--- src/rtl/ap_result_collector_pkg.sv ---
// Shared definitions for the dot-product result path: default geometry,
// collector state encoding and a small sizing helper.
package ap_result_collector_pkg;

    // Default result width and results packed per AP memory word.
    localparam int unsigned ApElementWidth = 32;
    localparam int unsigned ApNoOfUnits    = 8;
    localparam int unsigned ApAddrWidth    = 10;

    typedef enum logic [1:0] {
        StIdle    = 2'd0,
        StCollect = 2'd1,
        StDone    = 2'd2
    } ap_state_e;

    // Width of a lane index; a single-lane word still needs one bit.
    function automatic int unsigned calc_lane_width(input int unsigned n);
        return (n > 1) ? $clog2(n) : 1;
    endfunction

endpackage

--- src/rtl/ap_result_collector_if.sv ---
// Handshake and AP memory write bus of the result collector.
// master: collector side, slave: upstream/memory side.
interface ap_result_collector_if
    import ap_result_collector_pkg::*;
#(
    parameter int unsigned element_width = ApElementWidth,
    parameter int unsigned no_of_units   = ApNoOfUnits,
    parameter int unsigned addr_width    = ApAddrWidth
) ();

    logic                                 start;
    logic [31:0]                          total;
    logic [element_width-1:0]             result;
    logic                                 finish;
    logic [element_width*no_of_units-1:0] AP_wdata;
    logic [addr_width-1:0]                AP_waddr;
    logic                                 AP_total_mem_we;
    logic                                 busy;
    logic                                 done;
    logic                                 err;

    modport master (
        input  start, total, result, finish,
        output AP_wdata, AP_waddr, AP_total_mem_we, busy, done, err
    );

    modport slave (
        output start, total, result, finish,
        input  AP_wdata, AP_waddr, AP_total_mem_we, busy, done, err
    );

endinterface

--- src/rtl/ap_word_packer.sv ---
// Packing buffer for one AP memory word. Results are inserted lane by lane;
// word_o already includes the lane being inserted this cycle so the collector
// can capture a completed word at the same edge that the buffer is cleared.
module ap_word_packer #(
    parameter int unsigned element_width = 32,
    parameter int unsigned no_of_units   = 8,
    parameter int unsigned lane_width    = 3
) (
    input  logic                                 clk,
    input  logic                                 reset,
    input  logic                                 clear_i,
    input  logic                                 insert_i,
    input  logic                                 flush_i,
    input  logic [lane_width-1:0]                lane_i,
    input  logic [element_width-1:0]             data_i,
    output logic [element_width*no_of_units-1:0] word_o
);

    logic [element_width*no_of_units-1:0] buf_q, buf_d;

    // Merge the incoming result into its lane on top of the held buffer.
    always_comb begin
        word_o = buf_q;
        for (int i = 0; i < int'(no_of_units); i++) begin
            if (insert_i && (lane_i == lane_width'(i))) begin
                word_o[i*element_width +: element_width] = data_i;
            end
        end
    end

    // Buffer next state: emptied on a new run or once its word has been handed off.
    always_comb begin
        buf_d = buf_q;
        if (clear_i) begin
            buf_d = '0;
        end else if (insert_i) begin
            buf_d = flush_i ? '0 : word_o;
        end
    end

    // Buffer register.
    always_ff @(posedge clk or posedge reset) begin
        if (reset) begin
            buf_q <= '0;
        end else begin
            buf_q <= buf_d;
        end
    end

endmodule

--- src/rtl/ap_result_collector.sv ---
// Collects a run of dot-product results, packs no_of_units of them per AP
// memory word and writes each completed (or final partial) word.
module ap_result_collector
    import ap_result_collector_pkg::*;
#(
    parameter int unsigned element_width = ApElementWidth,
    parameter int unsigned no_of_units   = ApNoOfUnits,
    parameter int unsigned addr_width    = ApAddrWidth
) (
    input logic                   clk,
    input logic                   reset,
    ap_result_collector_if.master bus
);

    localparam int unsigned LaneWidth = calc_lane_width(no_of_units);
    localparam int unsigned WordWidth = element_width * no_of_units;

    ap_state_e             state_q, state_d;
    logic [31:0]           total_q, total_d;
    logic [31:0]           count_q, count_d;
    logic [LaneWidth-1:0]  lane_q, lane_d;
    logic [addr_width-1:0] addr_q, addr_d;
    logic [WordWidth-1:0]  wdata_q, wdata_d;
    logic [addr_width-1:0] waddr_q, waddr_d;
    logic                  we_q, we_d;
    logic                  err_q, err_d;

    logic                  accept;
    logic                  flush;
    logic                  restart;
    logic                  is_full;
    logic                  is_last;
    logic [WordWidth-1:0]  pack_word;

    assign is_full = (lane_q == LaneWidth'(no_of_units - 1));
    assign is_last = (count_q == (total_q - 32'd1));

    ap_word_packer #(
        .element_width(element_width),
        .no_of_units  (no_of_units),
        .lane_width   (LaneWidth)
    ) u_packer (
        .clk     (clk),
        .reset   (reset),
        .clear_i (restart),
        .insert_i(accept),
        .flush_i (flush),
        .lane_i  (lane_q),
        .data_i  (bus.result),
        .word_o  (pack_word)
    );

    // FSM next state, counters and write-port next values.
    always_comb begin
        state_d = state_q;
        total_d = total_q;
        count_d = count_q;
        lane_d  = lane_q;
        addr_d  = addr_q;
        wdata_d = wdata_q;
        waddr_d = waddr_q;
        we_d    = 1'b0;
        err_d   = err_q;
        accept  = 1'b0;
        flush   = 1'b0;
        restart = 1'b0;

        unique case (state_q)
            StIdle, StDone: begin
                // A result with no run open is dropped and flagged.
                if (bus.finish) begin
                    err_d = 1'b1;
                end
                if (bus.start) begin
                    err_d = 1'b0;
                    if (bus.total == 32'd0) begin
                        state_d = StDone;
                    end else begin
                        state_d = StCollect;
                        total_d = bus.total;
                        count_d = '0;
                        lane_d  = '0;
                        addr_d  = '0;
                        restart = 1'b1;
                    end
                end
            end
            StCollect: begin
                // start is ignored while a run is open.
                if (bus.finish) begin
                    accept  = 1'b1;
                    count_d = count_q + 32'd1;
                    lane_d  = is_full ? '0 : lane_q + 1'b1;
                    if (is_full || is_last) begin
                        flush   = 1'b1;
                        we_d    = 1'b1;
                        wdata_d = pack_word;
                        waddr_d = addr_q;
                        addr_d  = addr_q + 1'b1;
                        if (is_last) begin
                            state_d = StDone;
                        end
                    end
                end
            end
            default: begin
                state_d = StIdle;
            end
        endcase
    end

    // State, counters and output registers.
    always_ff @(posedge clk or posedge reset) begin
        if (reset) begin
            state_q <= StIdle;
            total_q <= '0;
            count_q <= '0;
            lane_q  <= '0;
            addr_q  <= '0;
            wdata_q <= '0;
            waddr_q <= '0;
            we_q    <= 1'b0;
            err_q   <= 1'b0;
        end else begin
            state_q <= state_d;
            total_q <= total_d;
            count_q <= count_d;
            lane_q  <= lane_d;
            addr_q  <= addr_d;
            wdata_q <= wdata_d;
            waddr_q <= waddr_d;
            we_q    <= we_d;
            err_q   <= err_d;
        end
    end

    assign bus.AP_wdata        = wdata_q;
    assign bus.AP_waddr        = waddr_q;
    assign bus.AP_total_mem_we = we_q;
    assign bus.busy            = (state_q == StCollect);
    assign bus.done            = (state_q == StDone);
    assign bus.err             = err_q;

endmodule

--- src/flat_wrapper.sv ---
// flat-port wrapper written by rule: the top's interface ports become plain ports
module ap_result_collector_flat import ap_result_collector_pkg::*;
#(
    parameter int unsigned element_width = ApElementWidth,
    parameter int unsigned no_of_units   = ApNoOfUnits,
    parameter int unsigned addr_width    = ApAddrWidth
)
  (clk, reset, bus_start, bus_total, bus_result, bus_finish, bus_AP_wdata, bus_AP_waddr, bus_AP_total_mem_we, bus_busy, bus_done, bus_err);
  ap_result_collector_if #(.element_width(element_width), .no_of_units(no_of_units), .addr_width(addr_width)) bus_i ();
  input logic clk;
  input logic reset;
  input wire logic [$bits(bus_i.start)-1:0] bus_start;
  input wire logic [$bits(bus_i.total)-1:0] bus_total;
  input wire logic [$bits(bus_i.result)-1:0] bus_result;
  input wire logic [$bits(bus_i.finish)-1:0] bus_finish;
  output wire logic [$bits(bus_i.AP_wdata)-1:0] bus_AP_wdata;
  output wire logic [$bits(bus_i.AP_waddr)-1:0] bus_AP_waddr;
  output wire logic [$bits(bus_i.AP_total_mem_we)-1:0] bus_AP_total_mem_we;
  output wire logic [$bits(bus_i.busy)-1:0] bus_busy;
  output wire logic [$bits(bus_i.done)-1:0] bus_done;
  output wire logic [$bits(bus_i.err)-1:0] bus_err;
  assign bus_i.start = bus_start;
  assign bus_i.total = bus_total;
  assign bus_i.result = bus_result;
  assign bus_i.finish = bus_finish;
  assign bus_AP_wdata = bus_i.AP_wdata;
  assign bus_AP_waddr = bus_i.AP_waddr;
  assign bus_AP_total_mem_we = bus_i.AP_total_mem_we;
  assign bus_busy = bus_i.busy;
  assign bus_done = bus_i.done;
  assign bus_err = bus_i.err;
  ap_result_collector #(.element_width(element_width), .no_of_units(no_of_units), .addr_width(addr_width)) u_core (.clk(clk), .reset(reset), .bus(bus_i));
endmodule
--- config.mk ---
export PLATFORM = sky130hd
export DESIGN_NAME = ap_result_collector_flat
export DESIGN_NICKNAME = d
export VERILOG_FILES = /design/src/rtl/ap_result_collector_pkg.sv /design/src/rtl/ap_result_collector_if.sv /design/src/rtl/ap_word_packer.sv /design/src/rtl/ap_result_collector.sv /design/src/flat_wrapper.sv
export SDC_FILE = /design/constraint.sdc
export NUM_CORES = 1
export LEC_CHECK = 0
export CORE_MARGIN = 2
export CORE_UTILIZATION = 55
export CTS_CLUSTER_DIAMETER = 120
export CTS_CLUSTER_SIZE = 20
export DETAILED_ROUTE_END_ITERATION = 8
export PLACE_DENSITY = 0.88
export SYNTH_ARGS = -nofsm -noshare
export SYNTH_HDL_FRONTEND = slang
export SYNTH_SLANG_ARGS = --single-unit
--- constraint.sdc ---
create_clock -name clk -period 25.5 [get_ports clk]
set_input_delay 5.1 -clock clk [delete_from_list [all_inputs] [get_ports clk]]
set_output_delay 5.1 -clock clk [all_outputs]
set_load 0.01 [all_outputs]
### Placed cells, one color a class

(2 px per um)
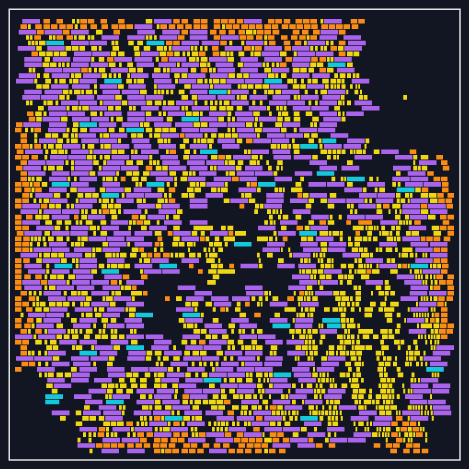
legend:
  remaining buffers and delay cells:
    color: orange
    cells: 368
    share_of_their_area: 12%
  clock drivers and dummy loads:
    color: cyan
    cells: 40
    share_of_their_area: 3.2%
  combinational and other logic:
    color: yellow
    cells: 1584
    share_of_their_area: 35%
  sequential cells:
    color: purple
    cells: 603
    share_of_their_area: 49%
post-route cell area: 31300 um^2
Placeable Area: 47800 um^2
final core occ: 65.3%
sequential cell area share: 48.3%
Row Count: 80

### Sequential cells grouped by signal name

(1.5 px per um)
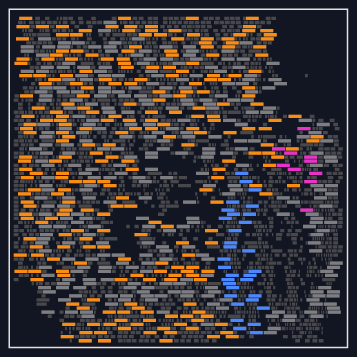
legend:
  `u_core.bus.AP_wdata`:
    color: orange
    flops: 256
    where: widely spread
  `u_core.count_q`:
    color: blue
    flops: 32
  `u_core.addr_q`:
    color: magenta
    flops: 10
    where: middle right
not colored: 305
register area: 15100 um^2
sequential power: 1550 uW

==> impl_metrics.json <==
{
  "die_area_um2": 50400,
  "buffer_area_share_pct": 11.6,
  "r2r_cells": 10,
  "cts.repair.resized": 0,
  "mostFrequentLayoutCells": "dfrtp_1, o21ai_0, clkdlybuf4s50_1",
  "hold_class": "flop to flop",
  "drt_iter0_drc": 2259,
  "cp.arrival_ps": 8690,
  "min_path_cells": 1,
  "cts_tree": "done",
  "grt_overflow": 0,
  "p_leak_uw": 0.0141,
  "clk_latency_ps": 600,
  "seq_area_frac_synth_pct": 56.4,
  "flop-count": 603,
  "n_all_inverters": 16,
  "r2r-start": "u_core.total_q[4]",
  "slowest_delay_ps": 690,
  "logic_gate_count": 1568,
  "hpwlAfterDp_um": 49200,
  "syn_inst": 2419,
  "peakVddDrop_mv": 0.0764,
  "internal_power_uw": 2180,
  "netlist_area_um2": 26800,
  "period_minus_slack_ps": 8190,
  "top_usage_layer": "met2",
  "yosys_warnings": 0,
  "crit_path_start": "bus_total[24]",
  "outcome": "finished clean",
  "ios": 338,
  "crit_chain": "clkdlybuf4s50_1 -> nor4_1 -> nand4_1 -> o21a_2 -> buf_4 -> nor2_1 -> or4_1 -> or3_1 -> or3_1 -> a21oi_1",
  "die_w_um": 225,
  "post-cts-setup-buffers": 0,
  "ys_chip_area_um2": 26800,
  "antenna_cells": 1,
  "drt-wirelength-per-cell_um": 24.5,
  "r2r-end": "u_core.u_packer.buf_q[55]",
  "p_comb_uw": 1200,
  "cts_htree_levels": 2,
  "ys_ff": 603,
  "holdWs_ps": 500
}
### Cell sizes after repair

(1.5 px per um)
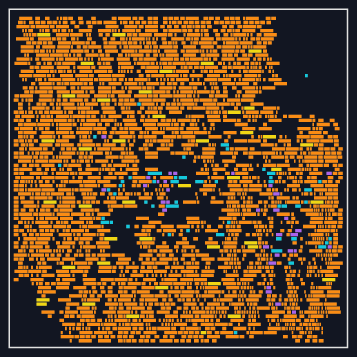
legend:
  _6 and larger:
    color: yellow
    cells: 42
    share: 1.6%
  _2 cells:
    color: purple
    cells: 32
    share: 1.2%
  _0 and _1 cells:
    color: orange
    cells: 2472
    share: 95%
  _3 and _4 cells:
    color: cyan
    cells: 49
    share: 1.9%
Setup WS post-layout: 17310 ps
Area Growth Syn to Fin: 16.8%
bufs w/o clock: 368

### Signal wires on met3

(1 px per um) Cells faint in the background.
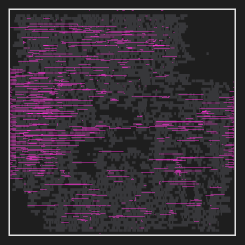
wire length on this layer: 6460 um
longest straight run: 81.4 um
main direction: horizontal
share of all routed wire: 8.2%
WL final: 78600 um
met3 Resource Use GR: 5.56%

[flip-flops by register name (all words and copies together) (netlist names)]
| register | cells |
|---|---|
| u_core.count_q | 32 |
| u_core.u_packer.buf_q | 256 |
| u_core.bus.err | 1 |
| u_core.total_q | 32 |
| u_core.bus.AP_waddr | 10 |
| u_core.addr_q | 10 |
| u_core.bus.AP_wdata | 256 |
| u_core.bus.AP_total_mem_we | 1 |
| u_core.lane_q | 3 |
| u_core.state_q | 2 |
[kinds of logic (layout without fill, tap and decap cells)]
logic type                 after synthesis  in the layout  share of synthesized area (%)
muxes                                  243            243                           9.16
DFF                                    603            603                           56.4
and+or+nand+nor                        431            431                           8.44
xor gates and xnor gates                57             57                           1.87
adders and majority gates                9              9                          0.421
AOI/OAI and AO/OA                      828            828                           19.7
buffers and inverters                  248            424                           4.03
other                                    0              1                              0
No activity file was given, so power comes from the tool's default toggle rates.
